[src/rtl/rs_alu.sv]
// rtl/rs_alu.sv - 8-entry ALU reservation station with dual dispatch, dual wakeup, single issue
module rs_alu #(
    parameter int RS_ENT = 8,
    parameter int DATA_W = 32,
    parameter int TAG_W  = 6,
    parameter int PLD_W  = 16
) (
    input  logic                      i_clk,
    input  logic                      i_rst_n,
    input  logic                      i_kill,
    input  logic                      i_dp1_we,
    input  logic                      i_dp1_src1_vld,
    input  logic [DATA_W-1:0]         i_dp1_src1,
    input  logic                      i_dp1_src2_vld,
    input  logic [DATA_W-1:0]         i_dp1_src2,
    input  logic [TAG_W-1:0]          i_dp1_dst_tag,
    input  logic [PLD_W-1:0]          i_dp1_pld,
    input  logic                      i_dp2_we,
    input  logic                      i_dp2_src1_vld,
    input  logic [DATA_W-1:0]         i_dp2_src1,
    input  logic                      i_dp2_src2_vld,
    input  logic [DATA_W-1:0]         i_dp2_src2,
    input  logic [TAG_W-1:0]          i_dp2_dst_tag,
    input  logic [PLD_W-1:0]          i_dp2_pld,
    input  logic                      i_wb1_vld,
    input  logic [TAG_W-1:0]          i_wb1_tag,
    input  logic [DATA_W-1:0]         i_wb1_data,
    input  logic                      i_wb2_vld,
    input  logic [TAG_W-1:0]          i_wb2_tag,
    input  logic [DATA_W-1:0]         i_wb2_data,
    output logic [$clog2(RS_ENT):0]   o_free_cnt,
    output logic                      o_issue_vld,
    input  logic                      i_issue_rdy,
    output logic [DATA_W-1:0]         o_issue_src1,
    output logic [DATA_W-1:0]         o_issue_src2,
    output logic [TAG_W-1:0]          o_issue_dst_tag,
    output logic [PLD_W-1:0]          o_issue_pld
);
    localparam int IDX_W = $clog2(RS_ENT);
    localparam int CNT_W = IDX_W + 1;

    logic [RS_ENT-1:0] busy_q, busy_d;
    logic [RS_ENT-1:0] s1_vld_q, s1_vld_d, s2_vld_q, s2_vld_d;
    logic [DATA_W-1:0] s1_q [RS_ENT];
    logic [DATA_W-1:0] s1_d [RS_ENT];
    logic [DATA_W-1:0] s2_q [RS_ENT];
    logic [DATA_W-1:0] s2_d [RS_ENT];
    logic [TAG_W-1:0]  dst_q [RS_ENT];
    logic [TAG_W-1:0]  dst_d [RS_ENT];
    logic [PLD_W-1:0]  pld_q [RS_ENT];
    logic [PLD_W-1:0]  pld_d [RS_ENT];

    logic             first_vld, second_vld;
    logic [IDX_W-1:0] first_idx, second_idx;
    logic             dp1_ok, dp2_ok;
    logic [IDX_W-1:0] dp2_idx;
    logic [RS_ENT-1:0] ready;
    logic [IDX_W-1:0] iss_idx;
    logic             issue_fire;
    logic [CNT_W-1:0] busy_cnt;

    // A waiting source grabs a matching broadcast; wb1 has priority over wb2.
    function automatic logic [DATA_W:0] capture(input logic vld, input logic [DATA_W-1:0] opr);
        logic [DATA_W:0] r;
        r = {vld, opr};
        if (!vld) begin
            if (i_wb1_vld && (i_wb1_tag == opr[TAG_W-1:0]))
                r = {1'b1, i_wb1_data};
            else if (i_wb2_vld && (i_wb2_tag == opr[TAG_W-1:0]))
                r = {1'b1, i_wb2_data};
        end
        return r;
    endfunction

    // Find the two lowest free entries from the start-of-cycle busy vector.
    always_comb begin
        first_vld  = 1'b0;
        first_idx  = '0;
        second_vld = 1'b0;
        second_idx = '0;
        for (int i = 0; i < RS_ENT; i++) begin
            if (!busy_q[i]) begin
                if (!first_vld) begin
                    first_vld = 1'b1;
                    first_idx = IDX_W'(i);
                end else if (!second_vld) begin
                    second_vld = 1'b1;
                    second_idx = IDX_W'(i);
                end
            end
        end
    end

    assign dp1_ok  = i_dp1_we && first_vld;
    assign dp2_idx = i_dp1_we ? second_idx : first_idx;
    assign dp2_ok  = i_dp2_we && (i_dp1_we ? second_vld : first_vld);

    // Lowest-index ready entry is the issue candidate; occupancy count for free_cnt.
    always_comb begin
        ready    = busy_q & s1_vld_q & s2_vld_q;
        iss_idx  = '0;
        busy_cnt = '0;
        for (int i = RS_ENT - 1; i >= 0; i--) begin
            if (ready[i])
                iss_idx = IDX_W'(i);
            busy_cnt = busy_cnt + CNT_W'(busy_q[i]);
        end
    end

    assign o_issue_vld     = |ready;
    assign issue_fire      = o_issue_vld && i_issue_rdy;
    assign o_issue_src1    = s1_q[iss_idx];
    assign o_issue_src2    = s2_q[iss_idx];
    assign o_issue_dst_tag = dst_q[iss_idx];
    assign o_issue_pld     = pld_q[iss_idx];
    assign o_free_cnt      = CNT_W'(RS_ENT) - busy_cnt;

    // Next state: wakeup, issue release, dispatch writes with bypass; kill clears everything.
    always_comb begin
        busy_d   = busy_q;
        s1_vld_d = s1_vld_q;
        s2_vld_d = s2_vld_q;
        s1_d     = s1_q;
        s2_d     = s2_q;
        dst_d    = dst_q;
        pld_d    = pld_q;
        for (int i = 0; i < RS_ENT; i++) begin
            if (busy_q[i]) begin
                {s1_vld_d[i], s1_d[i]} = capture(s1_vld_q[i], s1_q[i]);
                {s2_vld_d[i], s2_d[i]} = capture(s2_vld_q[i], s2_q[i]);
            end
        end
        if (issue_fire)
            busy_d[iss_idx] = 1'b0;
        if (dp1_ok) begin
            busy_d[first_idx] = 1'b1;
            {s1_vld_d[first_idx], s1_d[first_idx]} = capture(i_dp1_src1_vld, i_dp1_src1);
            {s2_vld_d[first_idx], s2_d[first_idx]} = capture(i_dp1_src2_vld, i_dp1_src2);
            dst_d[first_idx] = i_dp1_dst_tag;
            pld_d[first_idx] = i_dp1_pld;
        end
        if (dp2_ok) begin
            busy_d[dp2_idx] = 1'b1;
            {s1_vld_d[dp2_idx], s1_d[dp2_idx]} = capture(i_dp2_src1_vld, i_dp2_src1);
            {s2_vld_d[dp2_idx], s2_d[dp2_idx]} = capture(i_dp2_src2_vld, i_dp2_src2);
            dst_d[dp2_idx] = i_dp2_dst_tag;
            pld_d[dp2_idx] = i_dp2_pld;
        end
        if (i_kill)
            busy_d = '0;
    end

    // Occupancy is the only reset state.
    always_ff @(posedge i_clk or negedge i_rst_n) begin
        if (!i_rst_n)
            busy_q <= '0;
        else
            busy_q <= busy_d;
    end

    // Operand and payload storage; meaningless while the entry is not busy.
    always_ff @(posedge i_clk) begin
        s1_vld_q <= s1_vld_d;
        s2_vld_q <= s2_vld_d;
        s1_q     <= s1_d;
        s2_q     <= s2_d;
        dst_q    <= dst_d;
        pld_q    <= pld_d;
    end

`ifndef SYNTHESIS
    // Flag dispatch beyond the advertised free count; the write itself is dropped.
    always @(posedge i_clk) begin
        if (i_rst_n && !i_kill && ((i_dp1_we && !dp1_ok) || (i_dp2_we && !dp2_ok)))
            $error("rs_alu: dispatch with no free entry dropped");
    end
`endif

endmodule

[config.mk]
export PLATFORM = sky130hd
export DESIGN_NAME = rs_alu
export DESIGN_NICKNAME = d
export VERILOG_FILES = /design/src/rtl/rs_alu.sv
export SDC_FILE = /design/constraint.sdc
export NUM_CORES = 2
export LEC_CHECK = 0
export CAP_MARGIN = 20
export CELL_PAD_IN_SITES_DETAIL_PLACEMENT = 0
export CELL_PAD_IN_SITES_GLOBAL_PLACEMENT = 1
export CORE_UTILIZATION = 44
export DETAILED_ROUTE_END_ITERATION = 12
export PLACE_DENSITY_LB_ADDON = 0.25
export SYNTH_ARGS = -nofsm -noshare
export SYNTH_HDL_FRONTEND = slang
export SYNTH_SLANG_ARGS = --single-unit
[constraint.sdc]
create_clock -name i_clk -period 5.4 [get_ports i_clk]
set_input_delay 1.08 -clock i_clk [delete_from_list [all_inputs] [get_ports i_clk]]
set_output_delay 1.08 -clock i_clk [all_outputs]
set_load 0.005 [all_outputs]
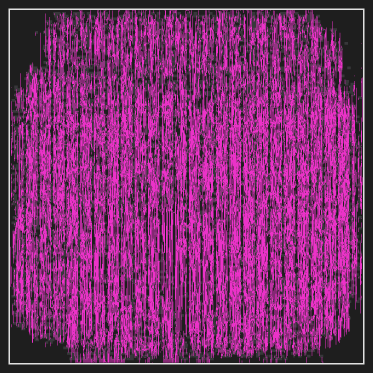
(images/met2.png)
Scale: 1 px per µm. Cells faint in the background.
main direction	vertical
wire length on this layer	124 mm
longest straight run	114 µm
share of all routed wire	41%
Final Routed Wirelength: 298000 µm
grt met2 use: 66.8%
Vias: 59261

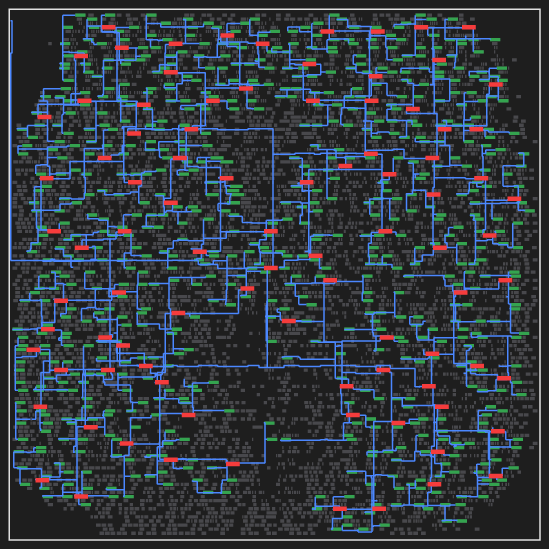
(images/clock_map.png)
Scale: 1.5 px per µm.
[green] flip-flops | count: 712
[blue] clock wires | length: 11800 µm
[red] cells driving clock nets | count: 91
flops lie	widely spread
routed clock nets	92
setup clock skew after layout: 0.0238 ns
Clock net power: 6.61 mW
clock network fraction of total power: 24.8%
clock network latency to the later pin of the worst-skew pair: 0.71 ns

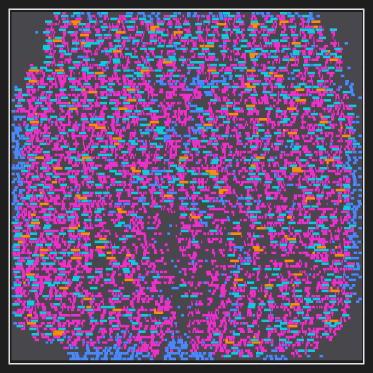
(images/cell_classes.png)
Scale: 1 px per µm. Fill, decap, tap and diode cells in grey.
colour	class	cells	share of their area
cyan	flip-flops	712	23%
orange	clock drivers and dummy loads	166	5.1%
magenta	all other logic	5502	60%
blue	other buffers and delay cells	704	11%
sequential cell area share: 22.5%
share of the core filled with cells: 52.1%
row count: 128
final non-filler cell area: 0.0636 mm²
placeable core area: 0.122 mm²

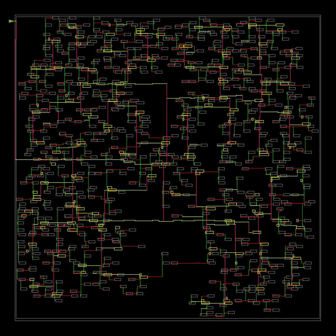
(images/final_clocks.png)
final sequential cell count: 712
# clock sinks: 712
# clk buffers: 129
Num CTS Buffers: 91

==> impl_metrics.ini <==
; physical design summary
[finish]
fraction_of_final_layout_cells_sized_beyond_drive_strength_1_pct = 15.0
fillers = 11792
areaGrowthSynthToFinish_pct = 17.5
reg.largest.list = s1_q x256, s2_q x256, pld_q x128
ff_latch_area_mm2 = 0.0143
logic_share_of_the_area_pct = 57.7
top_logic_cells_by_instance_count_in_the_layout = nand2_1, mux2i_1, dfxtp_1, a21oi_1, mux2_2
layout.buffer.nonclock.area_share_pct = 10.9

[route]
detail_route.first_pass.iterations = 7
met3WireLength_um = 40900
met1_length_um = 114000
route.antenna.remaining_nets = 0

[yosys]
synth_cell_type_count = 72
post-synth-top-count-cell = nand2_1
avgSynthCellArea_um2 = 7.79
synth_cell_count_leaders = nand2_1, mux2i_1, dfxtp_1, a21oi_1, clkbuf_1
syn_inst = 6953
synth_nets = 7226
top_area_cell_type_share_of_the_netlist_area_pct = 26.0
synth_adder_area_share_pct = 0.374
post-synth-top-area-cell = dfxtp_1
asr_flop_ratio_synth_pct = 1.12
syn-cell-area_mm2 = 0.0542
yosys-top-cells-area = dfxtp_1, mux2i_1, mux2_2, nand2_1, a21oi_1
ys_sh_simple_pct = 17.6
yosys-stat-area_mm2 = 0.0542

[run_status]
outcome = finished, final reports clean

[pwr]
seq_power_mw = 9.51
totalPowerFinal_mw = 26.7
top_power_group = combinational logic
p_switching_mw = 10.0
intPower_mw = 16.7

[global_routing]
grt_antenna_before_repair = 16
grt_max_degree = 114
grt_remaining_overflow = 0
groute.layer.met1.usage_pct = 57.2
track_usage_pct = 45.5

[clocking]
ctsHoldBuffers = 0
post_cts_resized = 0

[placed_design]
preCtsSetupSlack_ns = 0.625
detailed_place.area_mm2 = 0.0605

[critical_path]
crit_path_start = busy_q[0]
reg2reg_depth = 10
timing_worst_setup_path_type = reg2out
cp-end-kind = output port
critical-path-top-delay-family = simple AND/OR/NAND/NOR gates
regToRegEndpoint = s2_q[44]
cp_max_fo = 31
reg2reg_from = busy_q[1]

[timing]
setup_ws_ns = 0.0228
hold_slack_ns = 0.559
finalHoldViolations = 0
timing.setup.tns_ns = 0
maxClockFrequency_mhz = 186
finalWorstPathRequiredPeriod_ns = 5.38

[hold_path]
min_path_cells = 3
worst_hold_path_type = reg2reg

[floorplan]
die_width_um = 353
die_y_um = 353
floorplan.initialDensity_pct = 44.4
Power figures rest on the tool's default switching activity, not on a simulated workload.
